==> images/pinout.png <==
(1.5 px per um) Pins as bars across the die edge, other pins in grey.
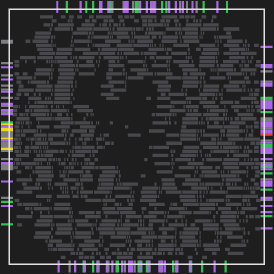
==> images/class_map.png <==
(2 px per um) Fill, decap, tap and diode cells in grey.
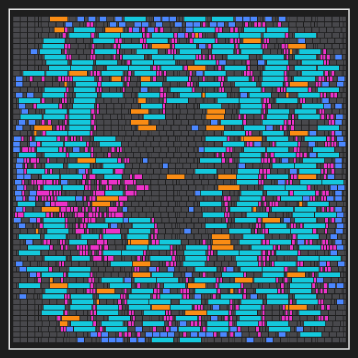
==> images/m2.png <==
(2 px per um)
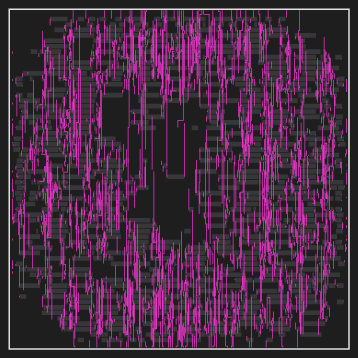
==> src/rtl/bp_update_sched_pkg.sv <==
// rtl/bp_update_sched_pkg.sv - shared types and widths for the branch-predictor update scheduler
`ifndef OBQ_SIZE
`define OBQ_SIZE 16
`endif

package bp_update_sched_pkg;

    localparam int OBQ_IDX_W    = $clog2(`OBQ_SIZE) + 1;
    localparam int UQ_DEPTH_DEF = 4;
    localparam int UQ_IDX_W     = $clog2(UQ_DEPTH_DEF);

    typedef struct packed {
        logic [31:0]          pc;
        logic [31:0]          target;
        logic                 taken;
        logic                 cond;
        logic                 direct;
        logic                 ret;
        logic                 correct;
        logic [OBQ_IDX_W-1:0] index;
    } BP_UPD_T;

    typedef enum logic [1:0] {
        BP_IDLE    = 2'd0,
        BP_RECOVER = 2'd1,
        BP_DONE    = 2'd2
    } BP_SCHED_STATE_T;

    function automatic BP_UPD_T bp_pack_upd(
        input logic [31:0]          pc,
        input logic [31:0]          target,
        input logic                 taken,
        input logic                 cond,
        input logic                 direct,
        input logic                 ret,
        input logic                 correct,
        input logic [OBQ_IDX_W-1:0] index
    );
        BP_UPD_T u;
        u.pc      = pc;
        u.target  = target;
        u.taken   = taken;
        u.cond    = cond;
        u.direct  = direct;
        u.ret     = ret;
        u.correct = correct;
        u.index   = index;
        return u;
    endfunction

endpackage

==> src/rtl/bp_update_sched_fifo.sv <==
// rtl/bp_update_sched_fifo.sv - bp_upd_fifo: power-of-2 FIFO of retire updates with wrap-bit full/empty
module bp_upd_fifo
    import bp_update_sched_pkg::*;
#(
    parameter int DEPTH = UQ_DEPTH_DEF,
    parameter int PW    = UQ_IDX_W
) (
    input  logic    clock,
    input  logic    reset,
    input  logic    push,
    input  BP_UPD_T push_data,
    input  logic    pop,
    output BP_UPD_T head,
    output logic    full,
    output logic    empty,
    output logic    one_left
);

    logic [PW-1:0] wr_ptr;
    logic [PW-1:0] rd_ptr;
    logic          wr_wrap;
    logic          rd_wrap;
    logic [PW:0]   occ;
    BP_UPD_T       mem [DEPTH];

    always_ff @(posedge clock or negedge reset) begin
        if (!reset) begin
            wr_ptr  <= '0;
            wr_wrap <= 1'b0;
            rd_ptr  <= '0;
            rd_wrap <= 1'b0;
        end else begin
            if (push) {wr_wrap, wr_ptr} <= {wr_wrap, wr_ptr} + (PW+1)'(1);
            if (pop)  {rd_wrap, rd_ptr} <= {rd_wrap, rd_ptr} + (PW+1)'(1);
        end
    end

    // Storage is not reset; pointers alone define validity.
    always_ff @(posedge clock) begin
        if (push) mem[wr_ptr] <= push_data;
    end

    assign head     = mem[rd_ptr];
    assign empty    = (wr_ptr == rd_ptr) && (wr_wrap == rd_wrap);
    assign full     = (wr_ptr == rd_ptr) && (wr_wrap != rd_wrap);
    assign occ      = {wr_wrap, wr_ptr} - {rd_wrap, rd_ptr};
    assign one_left = (occ == (PW+1)'(1));

endmodule

==> src/rtl/bp_update_sched.sv <==
// rtl/bp_update_sched.sv - retire-update scheduler for the predictor table port; UPD_BYPASS_EN enables same-cycle bypass writes
module bp_update_sched
    import bp_update_sched_pkg::*;
#(
    parameter int UQ_DEPTH     = UQ_DEPTH_DEF,
    parameter int STARVE_LIMIT = 8
) (
    input  logic                 clock,
    input  logic                 reset,
    input  logic                 if_en_branch,
    output logic                 if_stall,
    input  logic                 rt_en_branch,
    output logic                 rt_ready,
    input  logic                 rt_cond_branch,
    input  logic                 rt_direct_branch,
    input  logic                 rt_return_branch,
    input  logic                 rt_branch_taken,
    input  logic                 rt_prediction_correct,
    input  logic [31:0]          rt_pc,
    input  logic [31:0]          rt_calculated_pc,
    input  logic [OBQ_IDX_W-1:0] rt_branch_index,
    output logic                 tbl_wr_en,
    output BP_UPD_T              tbl_wr_upd,
    output logic                 recover_done,
    output logic [OBQ_IDX_W-1:0] recover_index
);

    localparam logic [1:0] ST_IDLE    = 2'(BP_IDLE);
    localparam logic [1:0] ST_RECOVER = 2'(BP_RECOVER);
    localparam logic [1:0] ST_DONE    = 2'(BP_DONE);
    localparam int         SC_W       = $clog2(STARVE_LIMIT + 1);
    localparam logic [SC_W-1:0] STARVE_MAX = SC_W'(STARVE_LIMIT);

    logic [1:0]           state;
    logic [SC_W-1:0]      starve_cnt;
    logic [OBQ_IDX_W-1:0] rec_idx;
    BP_UPD_T              rt_upd;
    BP_UPD_T              head;
    logic                 full;
    logic                 empty;
    logic                 one_left;
    logic                 accept;
    logic                 force_drain;
    logic                 drain;
    logic                 bypass;
    logic                 push;

    assign rt_upd = bp_pack_upd(rt_pc, rt_calculated_pc, rt_branch_taken, rt_cond_branch,
                                rt_direct_branch, rt_return_branch, rt_prediction_correct,
                                rt_branch_index);

    assign rt_ready    = !full && (state == ST_IDLE);
    assign accept      = rt_en_branch && rt_ready;
    assign force_drain = (starve_cnt == STARVE_MAX);

`ifdef UPD_BYPASS_EN
    // accept already implies IDLE
    assign bypass = accept && empty && !if_en_branch;
`else
    assign bypass = 1'b0;
`endif

    assign drain = !empty && ((state == ST_RECOVER) ||
                              ((state == ST_IDLE) && (!if_en_branch || force_drain)));
    assign push  = accept && !bypass;

    assign tbl_wr_en     = drain || bypass;
    assign tbl_wr_upd    = bypass ? rt_upd : (drain ? head : '0);
    assign if_stall      = force_drain || (state != ST_IDLE);
    assign recover_done  = (state == ST_DONE);
    assign recover_index = recover_done ? rec_idx : '0;

    bp_upd_fifo #(
        .DEPTH (UQ_DEPTH),
        .PW    ($clog2(UQ_DEPTH))
    ) u_fifo (
        .clock     (clock),
        .reset     (reset),
        .push      (push),
        .push_data (rt_upd),
        .pop       (drain),
        .head      (head),
        .full      (full),
        .empty     (empty),
        .one_left  (one_left)
    );

    always_ff @(posedge clock or negedge reset) begin
        if (!reset) begin
            starve_cnt <= '0;
        end else if (empty || drain) begin
            starve_cnt <= '0;
        end else if (!force_drain) begin
            starve_cnt <= starve_cnt + SC_W'(1);
        end
    end

    always_ff @(posedge clock or negedge reset) begin
        if (!reset) begin
            state   <= ST_IDLE;
            rec_idx <= '0;
        end else begin
            case (state)
                ST_IDLE: begin
                    if (accept && !rt_prediction_correct) begin
                        rec_idx <= rt_branch_index;
                        state   <= bypass ? ST_DONE : ST_RECOVER;
                    end
                end
                ST_RECOVER: begin
                    if (drain && one_left) state <= ST_DONE;
                end
                default: state <= ST_IDLE;
            endcase
        end
    end

endmodule

==> config.mk <==
export PLATFORM = sky130hd
export DESIGN_NAME = bp_update_sched
export DESIGN_NICKNAME = d
export VERILOG_FILES = /design/src/rtl/bp_update_sched_pkg.sv /design/src/rtl/bp_update_sched_fifo.sv /design/src/rtl/bp_update_sched.sv
export SDC_FILE = /design/constraint.sdc
export NUM_CORES = 1
export LEC_CHECK = 0
export ABC_AREA = 1
export ABC_CLOCK_PERIOD_IN_PS = 11200
export CORE_MARGIN = 1
export CORE_UTILIZATION = 45
export CTS_CLUSTER_DIAMETER = 60
export DETAILED_ROUTE_END_ITERATION = 10
export HOLD_SLACK_MARGIN = 0.12
export MAX_ROUTING_LAYER = met4
export PLACE_DENSITY = 0.68
export REMOVE_ABC_BUFFERS = 1
export SKIP_LAST_GASP = 1
export SLEW_MARGIN = 20
export SYNTH_ARGS = -nofsm -noshare
export SYNTH_HDL_FRONTEND = slang
export SYNTH_SLANG_ARGS = --single-unit
==> constraint.sdc <==
create_clock -name clock -period 11.2 [get_ports clock]
set_clock_uncertainty 0.15 [all_clocks]
set_input_delay 2.24 -clock clock [delete_from_list [all_inputs] [get_ports clock]]
set_output_delay 2.24 -clock clock [all_outputs]
set_load 0.05 [all_outputs]
==> qor.csv <==
stage,metric,value,unit
finish,Final nets,1241,
detailed_routing,WL met2,13000,um
finish,largest reg by FF count,u_fifo.mem,
global_routing,GRT Util Overall,0.198,
synthesis,main flop type,edfxtp_1,
detailed_routing,Antenna Violating Nets Remaining,0,
setup_path,critical path endpoint category,primary output,
synthesis,register share after synthesis,0.742,
detailed_routing,met1 wire length,11900,um
synthesis,top-count cell post-synth,nor2_1,
synthesis,syn_area_per_cell,12.5,um2
cts,CTS Sinks,313,
floorplan,Floorplan Utilization,0.462,
finish,Inserted Diodes,1,
setup_path,crit path DAT,4.77,ns
place,Inst Count DP,1489,
finish,inverters,33,
finish,MI comb area,0.00278,mm2
global_routing,antenna violations before repair,1,
synthesis,synth unique cells,30,
setup_path,worst setup path category,input pin to primary output,
finish,CLK BUF,44,
detailed_routing,top layer in use,met4,
global_routing,first-pass GRT wire length,42200,um
synthesis,YS chip area,0.0126,mm2
cts,Insertion Delay late pin,0.50,ns
floorplan,tap cell count,372,
finish,Top Layout Cells,"nor2_1 (309), edfxtp_1 (296), clkdlybuf4s50_1 (160), o21ai_0 (149), a21oi_1 (77)",
timing,FMAX,140,MHz
global_routing,largest net degree at the start of global routing,107,
finish,Layout area overhead,23.6,%
cts,root buffer cell,clkbuf_16,
worst_hold_path,class of the worst hold path,flip-flop to flip-flop,
finish,logic share of the area,0.179,
synthesis,Mux cell area share,0,
place,dpl ws,4.04,ns
synthesis,Yosys Instances,1007,
flow_run,tool warnings,32,
cts,clock buffer depth,3,
finish,Reg area,0.00932,mm2
detailed_routing,WL final,26800,um
detailed_routing,DR WL met3,1490,um
place,GPL Wtd Cong,0.718,
synthesis,Area leader share,0.708,
setup_path,crit path max fanout,75,
synthesis,"Simple Share, Synth",0.111,
synthesis,largest area contributor in the netlist,edfxtp_1,
synthesis,top cells by area,"edfxtp_1 (71%), nor2_1 (9.3%), o21ai_0 (5.9%), dfrtp_1 (3.4%), a21oi_1 (3.1%)",
synthesis,top cells by count,"nor2_1 (312), edfxtp_1 (296), o21ai_0 (149)",
detailed_routing,routed vias/inst,5.10,
finish,max reg flops,296,
setup_path,worst reg2reg setup slack,7.11,ns
detailed_routing,drt drc,0,
synthesis,Ys Warns,0,
timing,Relative slew margins,0.263,
finish,Max-area cell class,flip-flops and latches,
timing,Final setup viols,0,
detailed_routing,1st-iter DRT viols,673,
setup_path,Startpoint Class,input pin,
synthesis,adder share,0.0106,
run_status,status,finished clean,
floorplan,Rows,60,
global_routing,vias in the first global route,7939,
synthesis,Post-synth EDFFs,296,
flow_run,max cap viols,0,
finish,"Core Util, Final",0.572,
finish,Data buffer area share,0.107,
finish,dominant logic cell type in the layout,nor2_1,
global_routing,global route hottest layer,met2,
global_routing,total grt overflow,0,
finish,ratio of cells with drive above 1 in the final layout,0.0722,
cts,H-Tree Depth,2,
synthesis,flops out of synthesis,313,
timing,max-slew violations,0,
finish,Signal buffers,168,
Back to the opening pictures, pinout.png:
colour	port	pins	direction	edge
yellow	recover_index	5	output	left
green	rt_pc	32	input	11 bottom, 10 top, 8 right, 3 left
purple	tbl_wr_upd	74	output	28 right, 18 bottom, 17 top, 11 left
red	rt_branch_taken	1	input	right
Die H: 169 um
Die W: 169 um
port bufs: 160

Back to the opening pictures, class_map.png:
colour	class	cells
orange	clock drivers and dummy loads	61
blue	remaining buffers and delay cells	168
magenta	remaining logic cells	636
cyan	registers	313
Core Area: 0.0272 mm2
post-route cell area: 0.0155 mm2

Back to the opening pictures, m2.png:
wire length on this layer	13000 um
longest straight run	58.0 um
share of all routed wire	49%
nets with wire on the layer	931
met2 usage: 0.326
vias: 7906

## worst max-delay path: stages
cell	delay, ns
clkdlybuf4s50_1	0.45
inv_1	0.03
nor2_1	0.07
nand2_1	0.11
nand3_4	0.09
buf_4	0.77
a21oi_1	0.21
clkdlybuf4s50_1	0.77
## path summary, 6_finish.rpt
path	startpoint	to	cells past startpoint
max	if_en_branch	tbl_wr_upd[67]	8
min	rec_idx[3]	rec_idx[3]	2
max reg2reg	u_fifo.rd_ptr[1]	u_fifo.mem[1][6]	8
min reg2reg	rec_idx[3]	rec_idx[3]	2
max in group asynchronous	reset	u_fifo.rd_ptr[1]	1
min in group asynchronous	reset	rec_idx[2]	1
